--- src/rtl/vend_dispense_ctrl.sv ---
// rtl/vend_dispense_ctrl.sv - multi-channel vending dispense sequencer with debounced drop sensing
// Drives one relay per selection, confirms the drop, times out stuck motors and locks out faulty channels.
module vend_dispense_ctrl #(
    parameter int N_CH       = 4,
    parameter int CH_W       = 2,
    parameter int DEB_CYCLES = 16,
    parameter int DEB_W      = 5,
    parameter int TIMEOUT    = 3000,
    parameter int TO_W       = 12
) (
    input  logic            clock_in,
    input  logic            reset_in,
    input  logic            sel_valid_in,
    input  logic [CH_W-1:0] sel_ch_in,
    output logic            sel_ready_out,
    input  logic [N_CH-1:0] sensor1_in,
    input  logic [N_CH-1:0] sensor2_in,
    input  logic            clr_fault_in,
    output logic [N_CH-1:0] rele_out,
    output logic            busy_out,
    output logic            done_out,
    output logic [1:0]      status_out,
    output logic [N_CH-1:0] fault_mask_out
);

    typedef enum logic [1:0] {S_IDLE, S_CHECK, S_DRIVE, S_DONE} state_t;

    localparam logic [1:0] ST_OK      = 2'b00;
    localparam logic [1:0] ST_TIMEOUT = 2'b01;
    localparam logic [1:0] ST_INVALID = 2'b10;
    localparam logic [1:0] ST_BLOCKED = 2'b11;

    state_t            state_q, state_d;
    logic [CH_W-1:0]   ch_q, ch_d;
    logic [1:0]        code_q, code_d;
    logic [TO_W-1:0]   cnt_q, cnt_d;
    logic [N_CH-1:0]   mask_q, mask_d;
    logic [N_CH-1:0]   det_q;
    logic [N_CH-1:0]   raw;
    logic [N_CH-1:0]   ch_oh;
    logic [DEB_W-1:0]  deb_cnt_q [N_CH];

    // Both sensors of a pair must see the object to count as a drop.
    assign raw = ~sensor1_in & ~sensor2_in;

    always_ff @(posedge clock_in or negedge reset_in) begin
        if (!reset_in) begin
            det_q <= '0;
            for (int i = 0; i < N_CH; i++) deb_cnt_q[i] <= '0;
        end else begin
            for (int i = 0; i < N_CH; i++) begin
                if (raw[i] == det_q[i]) begin
                    deb_cnt_q[i] <= '0;
                end else if (deb_cnt_q[i] == DEB_W'(DEB_CYCLES - 1)) begin
                    det_q[i]     <= ~det_q[i];
                    deb_cnt_q[i] <= '0;
                end else begin
                    deb_cnt_q[i] <= deb_cnt_q[i] + 1'b1;
                end
            end
        end
    end

    // An out-of-range channel shifts the one off the top, leaving an all-zero one-hot.
    assign ch_oh = N_CH'(1) << ch_q;

    always_ff @(posedge clock_in or negedge reset_in) begin
        if (!reset_in) begin
            state_q <= S_IDLE;
            ch_q    <= '0;
            code_q  <= ST_OK;
            cnt_q   <= '0;
            mask_q  <= '0;
        end else begin
            state_q <= state_d;
            ch_q    <= ch_d;
            code_q  <= code_d;
            cnt_q   <= cnt_d;
            mask_q  <= mask_d;
        end
    end

    always_comb begin
        state_d = state_q;
        ch_d    = ch_q;
        code_d  = code_q;
        cnt_d   = cnt_q;
        mask_d  = clr_fault_in ? '0 : mask_q;
        case (state_q)
            S_IDLE: begin
                if (sel_valid_in) begin
                    ch_d    = sel_ch_in;
                    state_d = S_CHECK;
                end
            end
            S_CHECK: begin
                if (ch_oh == '0 || (mask_q & ch_oh) != '0) begin
                    code_d  = ST_INVALID;
                    state_d = S_DONE;
                end else if ((det_q & ch_oh) != '0) begin
                    code_d  = ST_BLOCKED;
                    state_d = S_DONE;
                end else begin
                    cnt_d   = '0;
                    state_d = S_DRIVE;
                end
            end
            S_DRIVE: begin
                // A drop seen on the last allowed cycle still counts as delivered.
                if ((det_q & ch_oh) != '0) begin
                    code_d  = ST_OK;
                    state_d = S_DONE;
                end else if (cnt_q == TO_W'(TIMEOUT - 1)) begin
                    code_d  = ST_TIMEOUT;
                    mask_d  = mask_d | ch_oh;
                    state_d = S_DONE;
                end else begin
                    cnt_d = cnt_q + 1'b1;
                end
            end
            default: state_d = S_IDLE;
        endcase
    end

    assign sel_ready_out  = (state_q == S_IDLE);
    assign busy_out       = (state_q != S_IDLE);
    assign done_out       = (state_q == S_DONE);
    assign status_out     = code_q;
    assign rele_out       = (state_q == S_DRIVE) ? ch_oh : '0;
    assign fault_mask_out = mask_q;

endmodule
--- config.mk ---
export PLATFORM = sky130hd
export DESIGN_NAME = vend_dispense_ctrl
export DESIGN_NICKNAME = d
export VERILOG_FILES = /design/src/rtl/vend_dispense_ctrl.sv
export SDC_FILE = /design/constraint.sdc
export NUM_CORES = 1
export LEC_CHECK = 0
export CORE_UTILIZATION = 50
export DETAILED_ROUTE_END_ITERATION = 7
export GPL_TIMING_DRIVEN = 0
export PLACE_DENSITY_LB_ADDON = 0.3
export SETUP_SLACK_MARGIN = 0.5
export SLEW_MARGIN = 25
export SYNTH_ARGS = -nofsm -noshare
export SYNTH_HDL_FRONTEND = slang
export SYNTH_SLANG_ARGS = --single-unit
--- constraint.sdc ---
create_clock -name clock_in -period 2.2 [get_ports clock_in]
set_input_delay 0.44 -clock clock_in [delete_from_list [all_inputs] [get_ports clock_in]]
set_output_delay 0.44 -clock clock_in [all_outputs]
set_load 0.01 [all_outputs]
==> run_1/layers.png <==
Drawn at 4 px/um.
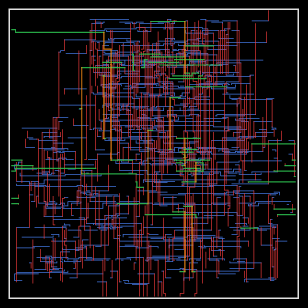
| color | layer | wire length |
|---|---|---|
| red | M2 | 2870 um |
| orange | M4 | 163 um |
| green | M3 | 308 um |
| blue | M1 | 2490 um |

==> run_1/congestion_map.png <==
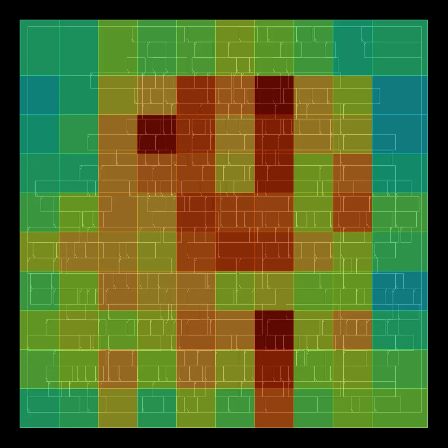
Post-Route Utilization: 0.6970
wire per inst: 16.16 um
M2 GR Usage: 0.3795
met3 usage: 0.05556
M1 GR Usage: 0.2874

==> CHANGELOG.md, run 1 <==
### Changed

* CTS H-tree depth at 2
* Post-DP HPWL at 3639 um
* Biggest regs: deb_cnt_q (20), cnt_q (12)
* WL met1 at 2489 um
* Nets at 317
* Biggest area cells: dfrtp_1 47%, ha_1 5.1%, nor2_1 3.2%
* Die Area at 5168 um2
* Post-CTS Resized at 44
* Final setup margin at 0.07236 ns
* RePlAce Congestion at 0.8210
* Area leader, netlist: dfrtp_1
* Startpoint Class: flop
* Biggest register: deb_cnt_q
* Clk_buf instances at 6
* Post-synthesis sequential area ratio at 0.4713
* HP Class: primary input to async pin
* End of the worst register-to-register path: cnt_q[11]$_DFFE_PN0P_
* Largest stage delay, worst path at 0.53 ns
* Setup TNS Final at 0 ns
* Gate Count Post-Synth at 239
* Number of fill cells at 351
* Diode count at 0
* Combinational power at 1.98 mW
* Crit end category: flop
* Status: completed
* Met2 WL at 2874 um
* NetSw at 1.388 mW
* Path depth of the worst reg2reg path at 6
* Worst slew margin at 0.6172
* Worst reg2reg path startpoint: ch_q[1]$_DFFE_PN0P_
* Most numerous logic cells after layout: 45 x dfrtp_1, 18 x nor2_1, 18 x buf_4
* Final instance area at 3292 um2
* Cell breakdown of the critical path: buf_6, mux4_2, buf_6, or4_4, or4_4, nand3_2
* Leading cell kind: multi-input combinational cells
* CTS tree: done
* Power in the clock group at 619 uW
* Slowest stage cell on the critical path: mux4_2
* Worst slack, placed at -0.2883 ns
* Syn avg cell area at 10.22 um2
* Multi-In Gates at 170
* Synthesized registers at 46
* Initial detailed-routing violation count at 176
* Minimum clock period at 2.128 ns
* Flop area at 1152 um2
* Drt first pass iters at 4
* Cell family contributing the most delay on the critical path: simple AND/OR/NAND/NOR gates
* Sequential cell power at 1.07 mW
* CTS Buffer Depth at 2
* Syn-to-layout area delta at 34.78%
* Fmax at 470.0 MHz
* # Post-CTS Setup Buffers at 9
* PortBufs at 26
* CP required at 2.44 ns
* Flip-flops at 46
* Vias per cell at 5.781
* Logic share of the area at 0.4090
* CTS sink count at 46
* Max VDD drop at 484.6 uV
* Crit path DAT at 2.37 ns
* Reg2reg setup slack at 0.07 ns
* Comb pwr share at 0.540
* Worst Path Max Fanout at 7
* Clk slew on worst S/H paths at 0.09 ns
* GRT busiest layer: met2
* Row count at 25
* Leakage at 1.529 nW
* Antenna viol nets, final at 0
* Total Wirelength at 5835 um
* OpenROAD warnings at 33
==> run_1/clock_wires.png <==
Drawn at 4 px/um.
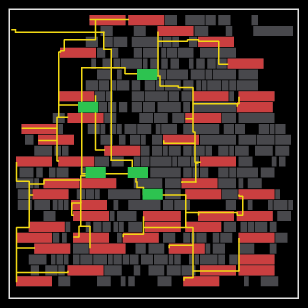
[yellow] clock wires | length: 537 um
[green] clock-net drivers | count: 5
[red] flip-flops | count: 46
routed clock nets: 6
Clock Skew: 0.007520 ns
clk_lat worst skew: 0.29 ns

-- run 1: stage by stage --
stage / util / power [mW] / hold WS [ns] / instances
floorplan: - / 1.929 / 0.1444 / 239
global placement: 0.5968 / 2.303 / 0.4526 / 332
detailed placement: 0.6016 / 2.343 / 0.4575 / 333
CTS: 0.6625 / 3.288 / 0.1487 / 351
global route: 0.6970 / 3.844 / 0.1772 / 361
finish: 0.6970 / 3.660 / 0.1309 / 361
-- run 1: synthesized netlist by cell type, types with 2 or more instances --
| cell type | number |
|---|---|
| nand3b_1 | 2 |
| mux4_2 | 2 |
| and4_1 | 2 |
| o311ai_0 | 2 |
| and2_1 | 2 |
| o31ai_1 | 2 |
| a21oi_1 | 2 |
| inv_1 | 13 |
| ha_1 | 10 |
| and4b_1 | 2 |
| clkbuf_1 | 7 |
| a211o_1 | 8 |
| nand2b_1 | 4 |
| nand3_1 | 14 |
| nand4b_1 | 2 |
| nand2_1 | 15 |
| mux2_2 | 5 |
| mux2i_1 | 3 |
| dfrtp_1 | 46 |
| or4_1 | 2 |
| xor2_1 | 6 |
| nor3_1 | 10 |
| and3_1 | 6 |
| nor2b_1 | 5 |
| xnor2_1 | 6 |
| o22ai_1 | 4 |
| a31oi_1 | 2 |
| nand4_1 | 3 |
| nor4_1 | 5 |
| buf_6 | 2 |
| nor2_1 | 21 |
| o211a_1 | 2 |
| o21ai_0 | 7 |
-- run 1: cell families after synthesis --
group           count (synthesis)  share of synthesized area
compound gates                 38                     0.1163
xor+xnor                       12                    0.04303
fa+ha+maj                      10                    0.05123
buf+inv                        23                    0.04150
flops                          46                     0.4713
mux                            10                    0.05379
simple gates                  100                     0.2229
==> run 2: changes to the inputs <==
Settings changed: SETUP_SLACK_MARGIN 0.5 to unset.
==> run_2/closeup.png <==
Window x 44 to 64, y 8 to 28 um. Cells in gray, sequential cells in the stronger gray; small squares are vias.
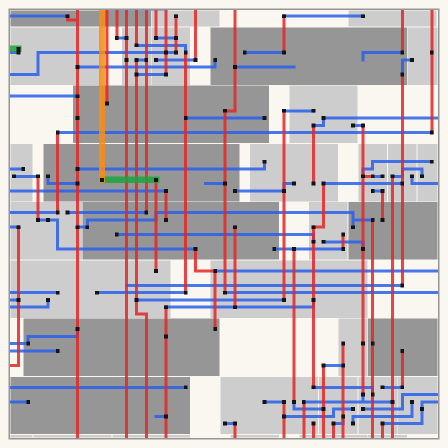
| color | layer |
|---|---|
| red | M2 |
| green | M3 |
| blue | M1 |
| orange | M4 |
netlist names of flops here include: `det_q` (2), `fault_mask_out` (2)
most frequent: dfrtp_1 (6), nor2_1 (4), nor3_1 (2)
cells with their middle in the window: 24
sequential cells in the window: 6

==> run_2/clock_wires.png <==
Drawn at 4 px/um.
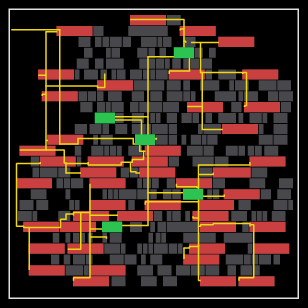
Clock Power Share: 0.180
clk_lat worst skew: 0.31 ns
Clock Skew: 0.007322 ns

==> run_2/congestion_map.png <==
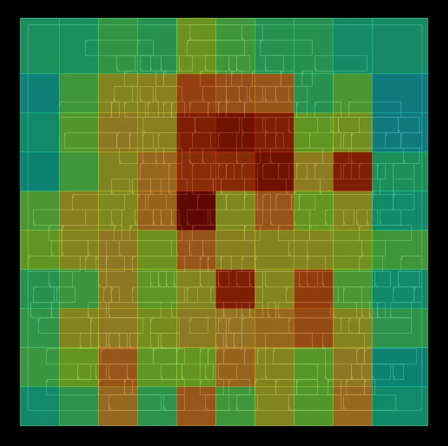
M2 GR Usage: 0.3501
wire per inst: 14.75 um

==> run 2 against run 1 <==
Routed wire length fell by 13%. Count of clock-buffer cells in the layout is the same. Maximum frequency down 1.9%. Non-clock buffer count is 15 lower. First-iteration DRC count is 8.0% lower. Utilization is 6.1 points lower. Synthesized cell count unchanged. Critical endpoint is now cnt_q[8]$_DFFE_PN0P_.
==> CHANGELOG.md, run 2 <==
### Changed

* Synth mux share at 0.05379
* Area leader, netlist: dfrtp_1
* RePlAce Congestion at 0.7862
* Met2 WL at 2386 um
* Total Wirelength at 5102 um
* XOR Share, Synth at 0.04303
* Worst reg2reg path startpoint: ch_q[1]$_DFFE_PN0P_
* Row count at 25
* Fa+ha+maj area frac at 0.05123
* CP required at 2.39 ns
* Post-synthesis sequential area ratio at 0.4713
* PortBufs at 26
* HP Class: primary input to async pin
* Status: completed
* Crit end category: flop
* Final setup margin at 0.03184 ns
* NetSw at 1.133 mW
* Post-DP HPWL at 3513 um
* Worst slew margin at 0.6708
* Worst Path Max Fanout at 4
* Finished Layout Cells at 346
* Max VDD drop at 377.3 uV
* Clk slew on worst S/H paths at 0.09 ns
* Top comb family, area: simple AND/OR/NAND/NOR gates
* Met3 usage at 0.04583
* Path depth of the worst reg2reg path at 6
* Worst slack, placed at -0.6313 ns
* Syn avg cell area at 10.22 um2
* WL met1 at 2394 um
* Startpoint Class: flop
* Comb pwr share at 0.453
* Drt first pass iters at 4
* Syn-to-layout area delta at 23.05%
* OpenROAD warnings at 31
* Post-synth top cells: 46 x dfrtp_1, 21 x nor2_1, 15 x nand2_1
* Antenna viol nets, final at 0
* Nets at 302
* Fmax at 461.2 MHz
* Biggest regs: deb_cnt_q (20), cnt_q (12)
* Flop area at 1152 um2
* CTS H-tree depth at 2
* CTS Buffer Depth at 2
run 2: cell counts after synthesis:
Identical to the previous run, type by type.
run 2: area by class of cell:
cell class	count	share of cell area
Tap cell	67	0.02789
Sequential cell	46	0.3834
Clock buffer	6	0.02415
Clock inverter	2	0.004580
Multi-Input combinational cell	170	0.4147
Inverter	13	0.01624
Buffer	9	0.02123
Timing Repair Buffer	33	0.1078
run 2: repair_timing:
item | 4_1_cts | 5_1_grt
endpoints found under the setup margin | 16 | 17
pin swaps | 3 | 2
gates resized | 19 | 11
gates cloned | 0 | 0
setup buffers | 4 | 2
run 2: cells by family (layout without fill, tap and decap cells):
family	Yosys count	count (layout)
multiplexers	10	10
buffers and inverters	23	63
flip-flops	46	46
AND-OR/OR-AND	38	38
adder cells (fa/ha/maj)	10	10
XOR/XNOR	12	12
AND/OR/NAND/NOR	100	100
run 2: per-stage QoR:
step	utilization	total power, mW	cell area (um2)
after global placement	0.5899	2.220	2786
after global routing	0.6363	3.091	3005
after floorplan	-	1.847	2442
after CTS	0.6265	2.889	2959
after detailed placement	0.5931	2.253	2801
final	0.6363	2.900	3005
run 2: power groups by stage:
stage	Combinational (mW)	Sequential, mW	Clock, mW
6_report	1.31	1.07	0.521
5_1_grt	1.45	1.09	0.553
4_1_cts	1.30	1.06	0.533
3_5_place_dp	1.17	1.08	0
3_3_place_gp	1.15	1.07	0
2_1_floorplan	0.786	1.06	0
run 2: worst max-delay path, stage by stage (launching register included):
cell and delay (ns):
dfrtp_1 0.39, mux4_2 0.56, buf_6 0.15, buf_6 0.12, or3_4 0.38, and3_4 0.18
a211o_1 0.27
Power is estimated from default activity; no workload was simulated.
